===== config.mk =====
export PLATFORM = sky130hd
export DESIGN_NAME = id_hazard_ctrl
export DESIGN_NICKNAME = d
export VERILOG_FILES = /design/src/rtl/id_hazard_ctrl_pkg.sv /design/src/rtl/id_hazard_ctrl_scoreboard.sv /design/src/rtl/id_hazard_ctrl.sv
export SDC_FILE = /design/constraint.sdc
export NUM_CORES = 1
export LEC_CHECK = 0
export CORE_MARGIN = 4
export CORE_UTILIZATION = 45
export DETAILED_ROUTE_END_ITERATION = 12
export PLACE_DENSITY = 0.71
export SYNTH_ARGS = -nofsm -noshare
export SYNTH_HDL_FRONTEND = slang
export SYNTH_HIERARCHICAL = 1
export SYNTH_SLANG_ARGS = --single-unit

===== constraint.sdc =====
create_clock -name clk -period 6.1 [get_ports clk]
set_clock_uncertainty 0.05 [all_clocks]
set_input_delay 1.525 -clock clk [delete_from_list [all_inputs] [get_ports clk]]
set_output_delay 1.525 -clock clk [all_outputs]
set_load 0.005 [all_outputs]

===== src/rtl/id_hazard_ctrl_pkg.sv =====
`default_nettype none
// +----------------------------------------------------------------------+
// | id_hazard_ctrl_pkg                                                   |
// | Shared encodings and instruction field positions for ID issue control|
// | Revision: 1.0                                                        |
// +----------------------------------------------------------------------+
package id_hazard_ctrl_pkg;

    localparam int REG_W = 4;

    localparam logic [1:0] ST_RUN     = 2'd0;
    localparam logic [1:0] ST_BR_WAIT = 2'd1;
    localparam logic [1:0] ST_FLUSH   = 2'd2;

    localparam int OPC_HI  = 31;
    localparam int OPC_LO  = 25;
    localparam int IMMF_B  = 24;
    localparam int RD_HI   = 23;
    localparam int RD_LO   = 20;
    localparam int RS_HI   = 19;
    localparam int RS_LO   = 16;
    localparam int IMM_HI  = 15;
    localparam int IMM_LO  = 0;

    typedef logic [REG_W-1:0] reg_idx_t;

    function automatic reg_idx_t inst_rd(input logic [31:0] inst);
        return inst[RD_HI:RD_LO];
    endfunction

    function automatic reg_idx_t inst_rs(input logic [31:0] inst);
        return inst[RS_HI:RS_LO];
    endfunction

    function automatic logic inst_immf(input logic [31:0] inst);
        return inst[IMMF_B];
    endfunction

endpackage
`default_nettype wire


===== src/rtl/id_hazard_ctrl_scoreboard.sv =====
`default_nettype none
// +----------------------------------------------------------------------+
// | id_hazard_ctrl_scoreboard                                            |
// | Per-register saturating pending-write counters with two read ports   |
// | Revision: 1.0                                                        |
// +----------------------------------------------------------------------+
module id_hazard_ctrl_scoreboard
    import id_hazard_ctrl_pkg::*;
#(
    parameter int NREG   = 16,
    parameter int PEND_W = 2
) (
    input  logic              clk,
    input  logic              rst,
    input  logic              inc_en,
    input  logic [REG_W-1:0]  inc_r,
    input  logic              dec_en,
    input  logic [REG_W-1:0]  dec_r,
    input  logic [REG_W-1:0]  q_rd,
    input  logic [REG_W-1:0]  q_rs,
    output logic [PEND_W-1:0] cnt_rd,
    output logic [PEND_W-1:0] cnt_rs,
    output logic [NREG-1:0]   busy,
    output logic              err
);

    localparam logic [PEND_W-1:0] CNT_MAX = '1;

    logic [PEND_W-1:0] cnt [NREG];
    logic [NREG-1:0]   err_bit;

    generate
        for (genvar r = 0; r < NREG; r++) begin : g_reg
            logic              inc_hit;
            logic              dec_hit;
            logic [PEND_W-1:0] cnt_q;
            logic              err_q;

            assign inc_hit = inc_en && (inc_r == REG_W'(r));
            assign dec_hit = dec_en && (dec_r == REG_W'(r));

            // Coincident issue and retire cancel; underflow is held at zero and flagged.
            always_ff @(posedge clk or negedge rst) begin
                if (!rst) begin
                    cnt_q <= '0;
                    err_q <= 1'b0;
                end else if (inc_hit && !dec_hit) begin
                    if (cnt_q != CNT_MAX) begin
                        cnt_q <= cnt_q + PEND_W'(1);
                    end
                end else if (dec_hit && !inc_hit) begin
                    if (cnt_q != '0) begin
                        cnt_q <= cnt_q - PEND_W'(1);
                    end else begin
                        err_q <= 1'b1;
                    end
                end
            end

            assign cnt[r]     = cnt_q;
            assign err_bit[r] = err_q;
            assign busy[r]    = |cnt_q;
        end
    endgenerate

    assign cnt_rd = cnt[q_rd];
    assign cnt_rs = cnt[q_rs];
    assign err    = |err_bit;

endmodule
`default_nettype wire


===== src/rtl/id_hazard_ctrl.sv =====
`default_nettype none
// +----------------------------------------------------------------------+
// | id_hazard_ctrl                                                       |
// | ID-stage issue/hazard control: scoreboard, branch wait and flush FSM |
// | Revision: 1.0                                                        |
// +----------------------------------------------------------------------+
module id_hazard_ctrl
    import id_hazard_ctrl_pkg::*;
#(
    parameter int NREG         = 16,
    parameter int PEND_W       = 2,
    parameter int FLUSH_CYCLES = 2,
    parameter int WB_BYPASS    = 1
) (
    input  logic             clk,
    input  logic             rst,
    input  logic             id_valid_i,
    input  logic [REG_W-1:0] id_rd_i,
    input  logic [REG_W-1:0] id_rs_i,
    input  logic             id_rd_rd_i,
    input  logic             id_rs_rd_i,
    input  logic             id_wr_i,
    input  logic             id_br_i,
    input  logic             wb_i,
    input  logic [REG_W-1:0] wb_r_i,
    input  logic             br_resolve_i,
    input  logic             br_taken_i,
    input  logic             mem_stall_i,
    output logic             issue_o,
    output logic             stall_o,
    output logic             flush_o,
    output logic [NREG-1:0]  busy_o
);

    localparam int                FC_W    = (FLUSH_CYCLES > 1) ? $clog2(FLUSH_CYCLES) : 1;
    localparam logic [FC_W-1:0]   FC_LOAD = FC_W'(FLUSH_CYCLES - 1);
    localparam logic [PEND_W-1:0] CNT_MAX = '1;
    localparam logic [PEND_W-1:0] CNT_ONE = PEND_W'(1);
    localparam logic              BYPASS  = (WB_BYPASS != 0);

    logic [1:0]        state;
    logic [1:0]        state_nxt;
    logic [FC_W-1:0]   fcnt;
    logic [FC_W-1:0]   fcnt_nxt;
    logic [PEND_W-1:0] cnt_rd;
    logic [PEND_W-1:0] cnt_rs;
    logic              sb_err;
    logic              rd_retire;
    logic              rs_retire;
    logic              rd_hz;
    logic              rs_hz;
    logic              src_hz;
    logic              waw_hz;

    id_hazard_ctrl_scoreboard #(
        .NREG   (NREG),
        .PEND_W (PEND_W)
    ) u_sb (
        .clk    (clk),
        .rst    (rst),
        .inc_en (issue_o && id_wr_i),
        .inc_r  (id_rd_i),
        .dec_en (wb_i),
        .dec_r  (wb_r_i),
        .q_rd   (id_rd_i),
        .q_rs   (id_rs_i),
        .cnt_rd (cnt_rd),
        .cnt_rs (cnt_rs),
        .busy   (busy_o),
        .err    (sb_err)
    );

    // A source whose last pending write retires this cycle can take the writeback value.
    assign rd_retire = BYPASS && wb_i && (wb_r_i == id_rd_i) && (cnt_rd == CNT_ONE);
    assign rs_retire = BYPASS && wb_i && (wb_r_i == id_rs_i) && (cnt_rs == CNT_ONE);
    assign rd_hz     = id_rd_rd_i && (cnt_rd != '0) && !rd_retire;
    assign rs_hz     = id_rs_rd_i && (cnt_rs != '0) && !rs_retire;
    assign src_hz    = rd_hz || rs_hz;
    assign waw_hz    = id_wr_i && (cnt_rd == CNT_MAX);

    always_ff @(posedge clk or negedge rst) begin
        if (!rst) begin
            state <= ST_RUN;
            fcnt  <= '0;
        end else begin
            state <= state_nxt;
            fcnt  <= fcnt_nxt;
        end
    end

    always_comb begin
        state_nxt = state;
        fcnt_nxt  = fcnt;
        case (state)
            ST_RUN: begin
                if (issue_o && id_br_i) begin
                    state_nxt = ST_BR_WAIT;
                end
            end
            ST_BR_WAIT: begin
                if (br_resolve_i) begin
                    if (br_taken_i) begin
                        state_nxt = ST_FLUSH;
                        fcnt_nxt  = FC_LOAD;
                    end else begin
                        state_nxt = ST_RUN;
                    end
                end
            end
            ST_FLUSH: begin
                if (fcnt == '0) begin
                    state_nxt = ST_RUN;
                end else begin
                    fcnt_nxt = fcnt - FC_W'(1);
                end
            end
            default: begin
                state_nxt = ST_RUN;
            end
        endcase
    end

    always_comb begin
        issue_o = 1'b0;
        stall_o = 1'b0;
        if (rst) begin
            case (state)
                ST_RUN: begin
                    issue_o = id_valid_i && !mem_stall_i && !src_hz && !waw_hz;
                    stall_o = id_valid_i && !issue_o;
                end
                ST_BR_WAIT: begin
                    stall_o = 1'b1;
                end
                default: begin
                    stall_o = 1'b0;
                end
            endcase
        end
    end

    assign flush_o = (state == ST_FLUSH);

    a_no_underflow: assert property (@(posedge clk) disable iff (!rst) !sb_err);

endmodule
`default_nettype wire


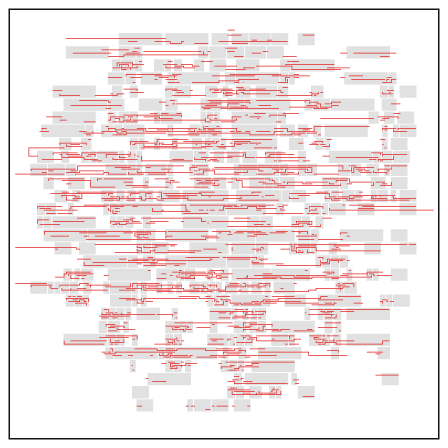
Fig. 1. M1 wires.
wire length on this layer: 3250 um
nets with wire on the layer: 389
main direction: horizontal
share of all routed wire: 46%
longest straight run: 25.3 um
final wirelength: 7130 um
vias after detailed routing: 2642
met1 Usage GRT: 0.275

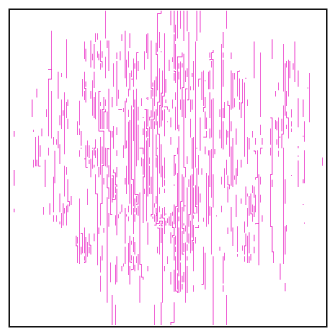
Fig. 2. Metal 2.
share of all routed wire: 46%
nets with wire on the layer: 338
GR Layer Usage met2: 0.302

==> job_summary.md <==
## Synthesis and layout report

| Metric | Value |
|---|---|
| Leakage | 1.68 nW |
| Core Region | 0.00635 sq mm |
| Peak supply drop | 0.0000990 V |
| Vias in the first global route | 2459 |
| Critical path type | in -> out |
| Flop area | 876 sq um |
| # resized after CTS | 0 |
| Critical-path cell list | clkdlybuf4s50_1 -> mux4_1 -> nand2_1 -> nand3_1 -> a21oi_1 -> o21ai_0 -> a311o_1 -> nor3_1 -> clkdlybuf4s50_1 |
| Minimum clock period | 5.90 ns |
| Root Driver | clkbuf_8 |
| Switching Share | 0.271 |
| CP most frequent cell | clkdlybuf4s50_1 |
| YS warnings | 6 |
| Antenna viol nets, final | 0 |
| IO buf count | 41 |
| CP delay by family, top | buffers and inverters |
| Max stage delay cell, worst path | clkdlybuf4s50_1 |
| Final hold violation count | 0 |
| Final Wtd Congestion | 0.860 |
| Post-DP HPWL | 5540 um |
| WL met1 | 3250 um |
| WL met3 | 498 um |
| Signal buffers share of area | 0.133 |
| Cell Area, Synth | 0.00296 sq mm |
| Power Density | 147 mW/mm^2 |
| Uppermost layer routed | met4 |
| P_seq | 252 uW |
| Gr usage total | 0.197 |
| Row count | 29 |
| Initial antenna violation count | 1 |
| Status | completed |
==> final timing paths <==
path                       slack, ns                      end  cells after the start
max                             0.20                  issue_o                      9
min                             0.48                 state[1]                      1
max reg2reg                     2.20   u_sb/g_reg[0].cnt_q[0]                     14
min reg2reg                     0.48                 state[1]                      1
max in group asynchronous       4.01  u_sb/g_reg[10].cnt_q[0]                      2
min in group asynchronous       1.67   u_sb/g_reg[1].cnt_q[1]                      2
==> registers in the layout, summed over array words and instances (netlist names) <==
name	cells
u_sb/g.cnt_q	32
state	2
fcnt	1
==> routing by layer <==
layer	up-vias	GRT usage
met5	-	0
met4	0	0.0839
met3	13	0.0359
met2	83	0.302
met1	1229	0.275
li1	1317	-
Power and IR drop assume default switching activity.
